==> run_1/gate_families.png <==
(1.5 px per um)
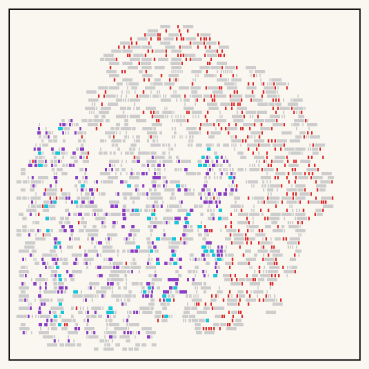
==> run_1/port_nets.png <==
(2 px per um)
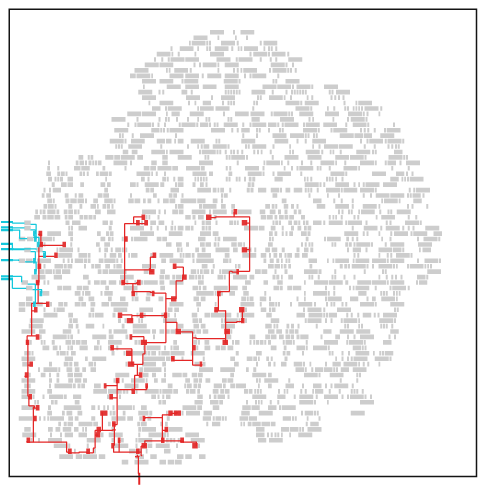
==> run_1/final_congestion.png <==
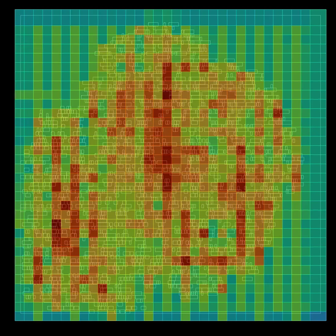
<file path="src/rtl/trig_series_pkg.sv">
// trig_series shared types and constants.
// Holds the FSM states, mode codes and reciprocal generator.
package trig_series_pkg;

   typedef enum logic [2:0] {
      IDLE,
      SQ,
      MX,
      MR,
      CHK,
      DONE
   } state_t;

   localparam logic MODE_COS = 1'b0;
   localparam logic MODE_SIN = 1'b1;

   // round(2^frac / d), where d is the divisor that turns
   // term k into term k+1 of the cos or sin series
   function automatic int unsigned recip_val(
      input int   frac,
      input logic mode,
      input int   k
   );
      int unsigned d;
      int unsigned a;
      int unsigned b;
      if (mode == MODE_SIN) begin
         a = 2 * k + 2;
         b = 2 * k + 3;
      end else begin
         a = 2 * k + 1;
         b = 2 * k + 2;
      end
      d = a * b;
      return ((32'd1 << frac) * 2 + d) / (2 * d);
   endfunction

endpackage

</file>
<file path="src/rtl/trig_recip_rom.sv">
// Reciprocal table for the series recurrence.
// Purely combinational; entries are elaboration-time constants.
module trig_recip_rom
   import trig_series_pkg::*;
#(
   parameter int FRAC      = 8,
   parameter int MAX_TERMS = 6
) (
   input  logic            mode,
   input  logic [3:0]      k,
   output logic [FRAC-1:0] r
);

   logic [FRAC-1:0] tab_cos [16];
   logic [FRAC-1:0] tab_sin [16];

   for (genvar i = 0; i < 16; i++) begin : g_tab
      if (i < MAX_TERMS - 1) begin : g_used
         assign tab_cos[i] = FRAC'(recip_val(FRAC, MODE_COS, i));
         assign tab_sin[i] = FRAC'(recip_val(FRAC, MODE_SIN, i));
      end else begin : g_zero
         assign tab_cos[i] = '0;
         assign tab_sin[i] = '0;
      end
   end

   // select the entry for the current term and mode
   always_comb begin
      r = tab_cos[k];
      if (mode == MODE_SIN) begin
         r = tab_sin[k];
      end
   end

endmodule

</file>
<file path="src/rtl/trig_series.sv">
// Iterative Taylor-series cos/sin in fixed point.
// One shared multiplier, early stop on small terms.
module trig_series
   import trig_series_pkg::*;
#(
   parameter int FRAC      = 8,
   parameter int INT       = 2,
   parameter int MAX_TERMS = 6,
   localparam int W        = INT + FRAC
) (
   input  logic            clk,
   input  logic            rst,
   input  logic            start,
   input  logic            mode,
   input  logic [W-1:0]    x,
   input  logic [FRAC-1:0] eps,
   input  logic            ready,
   output logic            busy,
   output logic            done,
   output logic [W-1:0]    result,
   output logic [3:0]      terms
);

   localparam int TW  = W + FRAC;
   localparam int TW1 = TW + 1;
   localparam int MW  = 2 * W + FRAC;

   localparam logic [3:0] K_LAST = 4'(MAX_TERMS - 1);

   localparam logic signed [TW:0] SUM_MAX =
      TW1'(2 ** (W - 1) - 1);
   localparam logic signed [TW:0] SUM_MIN = ~SUM_MAX;

   localparam logic [W-1:0] ACC_MAX =
      {1'b0, {(W-1){1'b1}}};
   localparam logic [W-1:0] ACC_MIN =
      {1'b1, {(W-1){1'b0}}};
   localparam logic [W-1:0] ACC_ONE =
      (INT >= 2) ? W'(1 << FRAC) : ACC_MAX;
   localparam logic [TW-1:0] T_ONE = TW'(1 << FRAC);

   state_t state;

   logic [W-1:0]         x_r;
   logic                 mode_r;
   logic [FRAC-1:0]      eps_r;
   logic signed [TW-1:0] t;
   logic [TW-1:0]        x2;
   logic signed [W-1:0]  acc;
   logic [3:0]           k;

   logic [FRAC-1:0]      r;
   logic signed [MW-1:0] op_a;
   logic signed [MW-1:0] op_b;
   logic signed [MW-1:0] prod;
   logic signed [MW-1:0] sh;
   logic [TW-1:0]        sh_lo;
   logic [TW-1:0]        neg_lo;
   logic [TW-1:0]        abs_t;
   logic signed [TW:0]   sum;
   logic [W-1:0]         acc_sat;
   logic                 stop;
   logic [3:0]           k_inc;
   logic [TW-1:0]        t_init;
   logic [W-1:0]         acc_init;
   logic                 unused_hi;

   trig_recip_rom #(
      .FRAC      (FRAC),
      .MAX_TERMS (MAX_TERMS)
   ) u_rom (
      .mode (mode_r),
      .k    (k),
      .r    (r)
   );

   // operand select for the single shared multiplier
   always_comb begin
      op_a = '0;
      op_b = '0;
      unique case (state)
         SQ: begin
            op_a = {{(MW-W){1'b0}}, x_r};
            op_b = {{(MW-W){1'b0}}, x_r};
         end
         MX: begin
            op_a = {{(MW-TW){t[TW-1]}}, t};
            op_b = {{(MW-TW){1'b0}}, x2};
         end
         MR: begin
            op_a = {{(MW-TW){t[TW-1]}}, t};
            op_b = {{(MW-FRAC){1'b0}}, r};
         end
         default: begin
            op_a = '0;
            op_b = '0;
         end
      endcase
   end

   assign prod      = op_a * op_b;
   assign sh        = prod >>> FRAC;
   assign sh_lo     = sh[TW-1:0];
   assign neg_lo    = -sh_lo;
   assign unused_hi = ^sh[MW-1:TW];

   assign abs_t = t[TW-1] ? -t : t;
   assign stop  = abs_t < {{(TW-FRAC){1'b0}}, eps_r};
   assign k_inc = k + 4'd1;

   assign sum = $signed({t[TW-1], t})
              + $signed({{(TW1-W){acc[W-1]}}, acc});

   // clamp the running sum into the result range
   always_comb begin
      acc_sat = sum[W-1:0];
      if (sum > SUM_MAX) begin
         acc_sat = ACC_MAX;
      end else if (sum < SUM_MIN) begin
         acc_sat = ACC_MIN;
      end
   end

   // first term: 1.0 for cos, x for sin (x clamped into acc)
   always_comb begin
      t_init   = T_ONE;
      acc_init = ACC_ONE;
      if (mode == MODE_SIN) begin
         t_init   = {{(TW-W){1'b0}}, x};
         acc_init = x[W-1] ? ACC_MAX : x;
      end
   end

   // sequencer, datapath registers and registered outputs
   always_ff @(posedge clk) begin
      if (rst) begin
         state  <= IDLE;
         busy   <= 1'b0;
         done   <= 1'b0;
         result <= '0;
         terms  <= '0;
         t      <= '0;
         acc    <= '0;
         x2     <= '0;
         k      <= '0;
         x_r    <= '0;
         mode_r <= MODE_COS;
         eps_r  <= '0;
      end else begin
         unique case (state)
            IDLE: begin
               if (start) begin
                  x_r    <= x;
                  mode_r <= mode;
                  eps_r  <= eps;
                  k      <= '0;
                  t      <= t_init;
                  acc    <= acc_init;
                  busy   <= 1'b1;
                  state  <= SQ;
               end
            end
            SQ: begin
               x2    <= sh_lo;
               state <= MX;
            end
            MX: begin
               t     <= sh_lo;
               state <= MR;
            end
            MR: begin
               t     <= neg_lo;
               state <= CHK;
            end
            CHK: begin
               if (stop) begin
                  state <= DONE;
               end else begin
                  acc <= acc_sat;
                  k   <= k_inc;
                  if (k_inc == K_LAST) begin
                     state <= DONE;
                  end else begin
                     state <= MX;
                  end
               end
            end
            DONE: begin
               if (done && ready) begin
                  done  <= 1'b0;
                  busy  <= 1'b0;
                  state <= IDLE;
               end else begin
                  done   <= 1'b1;
                  result <= acc;
                  terms  <= k_inc;
               end
            end
            default: state <= IDLE;
         endcase
      end
   end

endmodule

</file>
<file path="config.mk">
export PLATFORM = sky130hd
export DESIGN_NAME = trig_series
export DESIGN_NICKNAME = d
export VERILOG_FILES = /design/src/rtl/trig_series_pkg.sv /design/src/rtl/trig_recip_rom.sv /design/src/rtl/trig_series.sv
export SDC_FILE = /design/constraint.sdc
export NUM_CORES = 1
export LEC_CHECK = 0
export CORE_MARGIN = 4
export CORE_UTILIZATION = 30
export DETAILED_ROUTE_END_ITERATION = 7
export HOLD_SLACK_MARGIN = 0.08
export PLACE_DENSITY = 0.47
export SLEW_MARGIN = 20
export SYNTH_ARGS = -nofsm -noshare
export SYNTH_HDL_FRONTEND = slang
export SYNTH_SLANG_ARGS = --single-unit
export TNS_END_PERCENT = 20
</file>
<file path="constraint.sdc">
create_clock -name clk -period 17.6 [get_ports clk]
set_clock_uncertainty 0.2 [all_clocks]
set_input_delay 3.52 -clock clk [delete_from_list [all_inputs] [get_ports clk]]
set_output_delay 3.52 -clock clk [all_outputs]
set_load 0.1 [all_outputs]
</file>
==> job_summary.md, run 1 <==
## Synthesis and layout report

| Metric | Value |
|---|---|
| Clock-net power | `0.000198 W` |
| Peak supply drop | `0.0490 mV` |
| Sink Count | `88` |
| Hold Worst Slack | `roughly 0.26 ns` |
| Setup TNS Final | `0 ns` |
| Hold EP | `result[1]` |
| Final Hold Viols | `0` |
| CP arrival | `9.36 ns` |
| Post-place setup slack | `8.34 ns` |
| Uppermost routed layer | `met4` |
| Max Cap Viol | `0` |
| Final design instance area without fill | `16600 sq um` |
| Adder Area Share | `between 30% and 40%` |
| Yosys xor share | `around 4.8%` |
| Sequential-to-total area share from yosys stat | `11.6%` |
| Power, Total | `0.000599 W` |
| Hold-critical path depth | `2` |
| Placed insts | `2584` |
| First-pass GRT wire length | `between 70000 and 80000 um` |
| Commonest cells post-synth | `inv_1, nand2_1, fa_1` |
| Detail Placement HPWL | `38500 um` |
| Final setup fails | `0` |
| Post-synthesis chip area from yosys | `15200 sq um` |
| Max FO, Critical Path | `35` |
| Mapped Cells | `1936` |
| Final Max Slew Viols | `0` |
| Met2 routed WL | `23000 um` |
| Met1 Track Usage GR | `between 20% and 30%` |
| 1st-pass router iterations | `7` |
| P_comb | `0.000170 W` |
| Syn nets | `approximately 2300` |
| Main synth FF type | `dfxtp_1` |
| Pwr dens | `36.2 nW/um^2` |
| Global routing's busiest layer | `met2` |
| Die y size | `233 um` |
| Mapped cell area | `around 15000 sq um` |
| Power share of the combinational group | `between 20% and 30%` |
| Top-area cell share | `around 30%` |
| Asr flop ratio synth | `0%` |
| Met2 usage | `30.6%` |
| H-tree levels | `3` |
| Family with the most delay on the worst path | `adder cells` |
| Post-CTS Setup Repair Bufs | `0` |
| Post-CTS sizing | `0` |
| Status | `completed` |
| P_seq | `~0.00023 W` |
| Wire per inst | `18.8 um` |
Notes on gate_families.png above:
| family | color | cells |
|---|---|---|
| AND-OR and OR-AND gates | cyan | 59 |
| inverting AOI/OAI gates | purple | 256 |
| inverters | red | 367 |
fin cells: 2600
highest-count logic cell in the final layout: inv_1

Notes on port_nets.png above:
| port | color | bits | direction | edge | end cells | wire |
|---|---|---|---|---|---|---|
| eps | cyan | 8 | input | left | 8 | 135 um |
| rst | red | 1 | input | bottom | 77 | 846 um |
PortBufs: 38
IO Pins: 39

Notes on final_congestion.png above:
met3 usage: 1.67%
Final Util: 33.1%

==> run 1: cell type report <==
class / count / area share [%]
clock inverter: 7 / 0.431
sequential: 88 / 10.6
tap: 672 / 5.08
inverter: 367 / 8.32
clock buffer: 9 / 1.36
multi-input combinational: 1391 / 70.6
timing repair buffer: 66 / 3.54
==> run 1: flip-flops by register name (all words and copies together) (netlist names) <==
name,count
x2,18
terms,4
busy,1
eps_r,8
state,3
t,18
acc,10
result,10
x_r,10
mode_r,1
done,1
k,4
==> run 1: worst max-delay path by stage <==
stage | to | cells past startpoint
after floorplan | t[13] | 30
after global placement | t[17] | 28
after detailed placement | t[17] | 28
after CTS | t[17] | 28
after global routing | t[17] | 28
final | t[13] | 28
==> run 2: changes to the inputs <==
--- a/config.mk
+++ b/config.mk
@@ -9,7 +9,7 @@
 export CORE_UTILIZATION = 30
 export DETAILED_ROUTE_END_ITERATION = 7
 export HOLD_SLACK_MARGIN = 0.08
-export PLACE_DENSITY = 0.47
+export PLACE_DENSITY = 0.48
 export SLEW_MARGIN = 20
 export SYNTH_ARGS = -nofsm -noshare
 export SYNTH_HDL_FRONTEND = slang
==> constraint.sdc (replaced) <==
create_clock -name clk -period 7.5 [get_ports clk]
set_clock_uncertainty 0.2 [all_clocks]
set_input_delay 1.5 -clock clk [delete_from_list [all_inputs] [get_ports clk]]
set_output_delay 1.5 -clock clk [all_outputs]
set_load 0.1 [all_outputs]
==> job_summary.md, run 2 <==
## Synthesis and layout report

| Metric | Value |
|---|---|
| RSZ-0062 raised after global routing | `yes` |
| Detail Placement HPWL | `42700 um (+11%)` |
| Hold Worst Slack | `0.258 ns (+0.00253 ns)` |
| Asr flop ratio synth | `0% (unchanged)` |
| 1st-pass router iterations | `5 (-2)` |
| Area Growth Syn to Fin | `26.6%` |
| Worst setup EP type | `register` |
| Highest-count logic cell in the final layout | `inv_1` |
| RePlAce Congestion | `0.849` |
| Final setup fails | `0 (unchanged)` |
| CP arrival | `7.38 ns (-1.98 ns)` |
| Mapped cell area | `15200 sq um (unchanged)` |
| # diodes | `0` |
| Yosys xor share | `4.83% (unchanged)` |
| Final Max Slew Viols | `0 (unchanged)` |
| Final Util | `38.3% (+5.3 points)` |
| Commonest cells post-synth | `inv_1, nand2_1, fa_1` |
| Vias/cell | `4.88` |
| Post-CTS Setup Repair Bufs | `1 (+1)` |
| P_seq | `0.000524 W (+130%)` |
| Slowest CP cell | `fa_1` |
| Main synth FF type | `dfxtp_1` |
| Post-route ant nets | `0` |
| Most common cell in the netlist | `inv_1` |
| Status | `completed` |
| Post-synthesis chip area from yosys | `15200 sq um (unchanged)` |
| P_comb | `0.000519 W (+210%)` |
| Top-area cell share | `30.4% (unchanged)` |
| H-tree levels | `3 (unchanged)` |
| Critical path type | `register to register` |
| Peak supply drop | `0.114 mV (+130%)` |
| Nets | `roughly 2500` |
| Starting density of the core | `between 30% and 40%` |
| Setup TNS Final | `0 ns (unchanged)` |
| Final design instance area without fill | `19200 sq um (+16%)` |
| Die y size | `233 um (unchanged)` |
| CTS clk-pin slew, worst paths | `0.07 ns` |
| Syn nets | `2293 (unchanged)` |
| Biggest regs | `t x18, x2 x18` |
| PortBufs | `38 (unchanged)` |
| Ao+oa area frac | `13.7%` |
| Max Cap Viol | `0 (unchanged)` |
| Adder Area Share | `38.9% (unchanged)` |
| Sink Count | `88 (unchanged)` |
| Post-place setup slack | `-0.283 ns (-8.63 ns)` |
| Unique cell types | `about 80` |
| Max FO, Critical Path | `8 (-77%)` |
| Family with the most delay on the worst path | `adder cells` |
| Final Hold Viols | `0 (unchanged)` |
| Post-CTS sizing | `18 (+18)` |
| Yosys warnings | `0` |
| Placed insts | `2789 (+7.9%)` |
| Power share of the combinational group | `34.3% (+5.9 points)` |
| Reg2reg setup slack | `0.15 ns` |
| Cell-internal power | `0.000975 W` |
| Net switching power figure | `~0.00054 W` |
| Sequential-to-total area share from yosys stat | `11.6% (unchanged)` |
| Power, Total | `0.00151 W (+150%)` |
| First-pass GRT wire length | `82600 um (+6.0%)` |
| Pwr dens | `78.9 nW/um^2 (+120%)` |
| Mapped Cells | `1936 (unchanged)` |
| Wire per inst | `18.5 um (-2.0%)` |
| Top cell by count, worst path | `fa_1` |
| IO Pins | `39 (unchanged)` |
-- run 2: per-layer routing --
metal  up-vias  GRT usage [%]  wire length, um
met3        63           2.17             2220
met4         0           5.21             1480
met1      6850           26.8            23800
met2       338           33.0            24700
li1       6536              -                -
met5         -              0                0
-- run 2: area by class of cell --
class | count | area, sq um | area share [%]
clock inverters | 5 | 56.3 | 0.293
repair buffers | 292 | 2610 | 13.6
flip-flops and latches | 88 | 1770 | 9.21
inverters | 367 | 1380 | 7.18
clock buffers | 11 | 243 | 1.26
well taps | 672 | 841 | 4.38
multi-input cells | 1391 | 12300 | 64.1
-- run 2: final timing paths --
kind / from / end / cells after the start
setup / recovery: k[0] / t[14] / 33
hold / removal: result[1] / result[1] / 2
setup reg to reg: k[0] / t[14] / 33
hold reg to reg: result[1] / result[1] / 2
==> run_2/port_nets.png <==
(2 px per um)
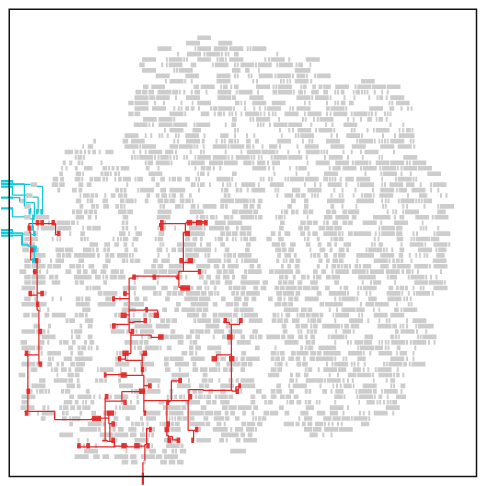
| port | color | bits | direction | edge | end cells | wire |
|---|---|---|---|---|---|---|
| eps | cyan | 8 | input | left | 8 | 152 um |
| rst | red | 1 | input | bottom | 77 | 790 um |

==> run_2/clock_map.png <==
(2 px per um)
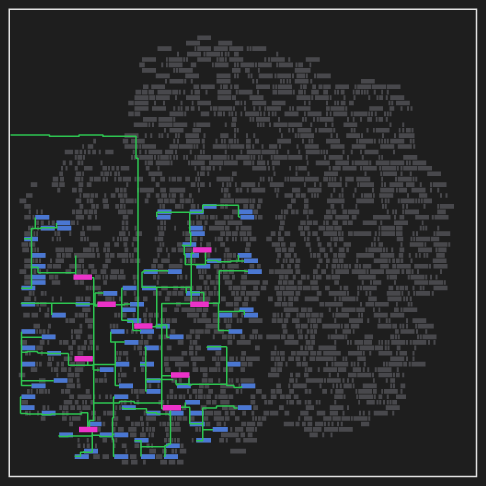
[cells driving clock nets] magenta | count: 9
[flip-flops] blue | count: 88
[clock wires] green | length: 1460 um
routed clock nets: 10
clock-net power: 0.000471 W
clock network power share: 31.1%
Worst-Skew Late Latency: 0.35 ns

==> run_2/gate_families.png <==
(1.5 px per um)
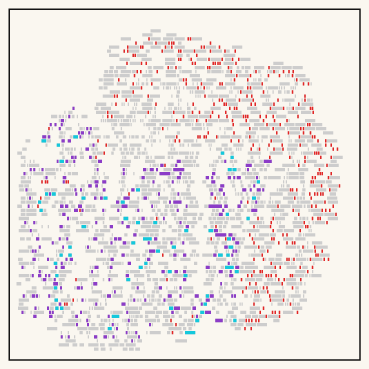
| family | color | cells |
|---|---|---|
| inverting AOI/OAI gates | purple | 256 |
| inverters | red | 367 |
| AND-OR and OR-AND gates | cyan | 59 |
fin cells: 2826
fraction of area in multi-input gates: 64.1%

No activity file was given, so power comes from the tool's default toggle rates.
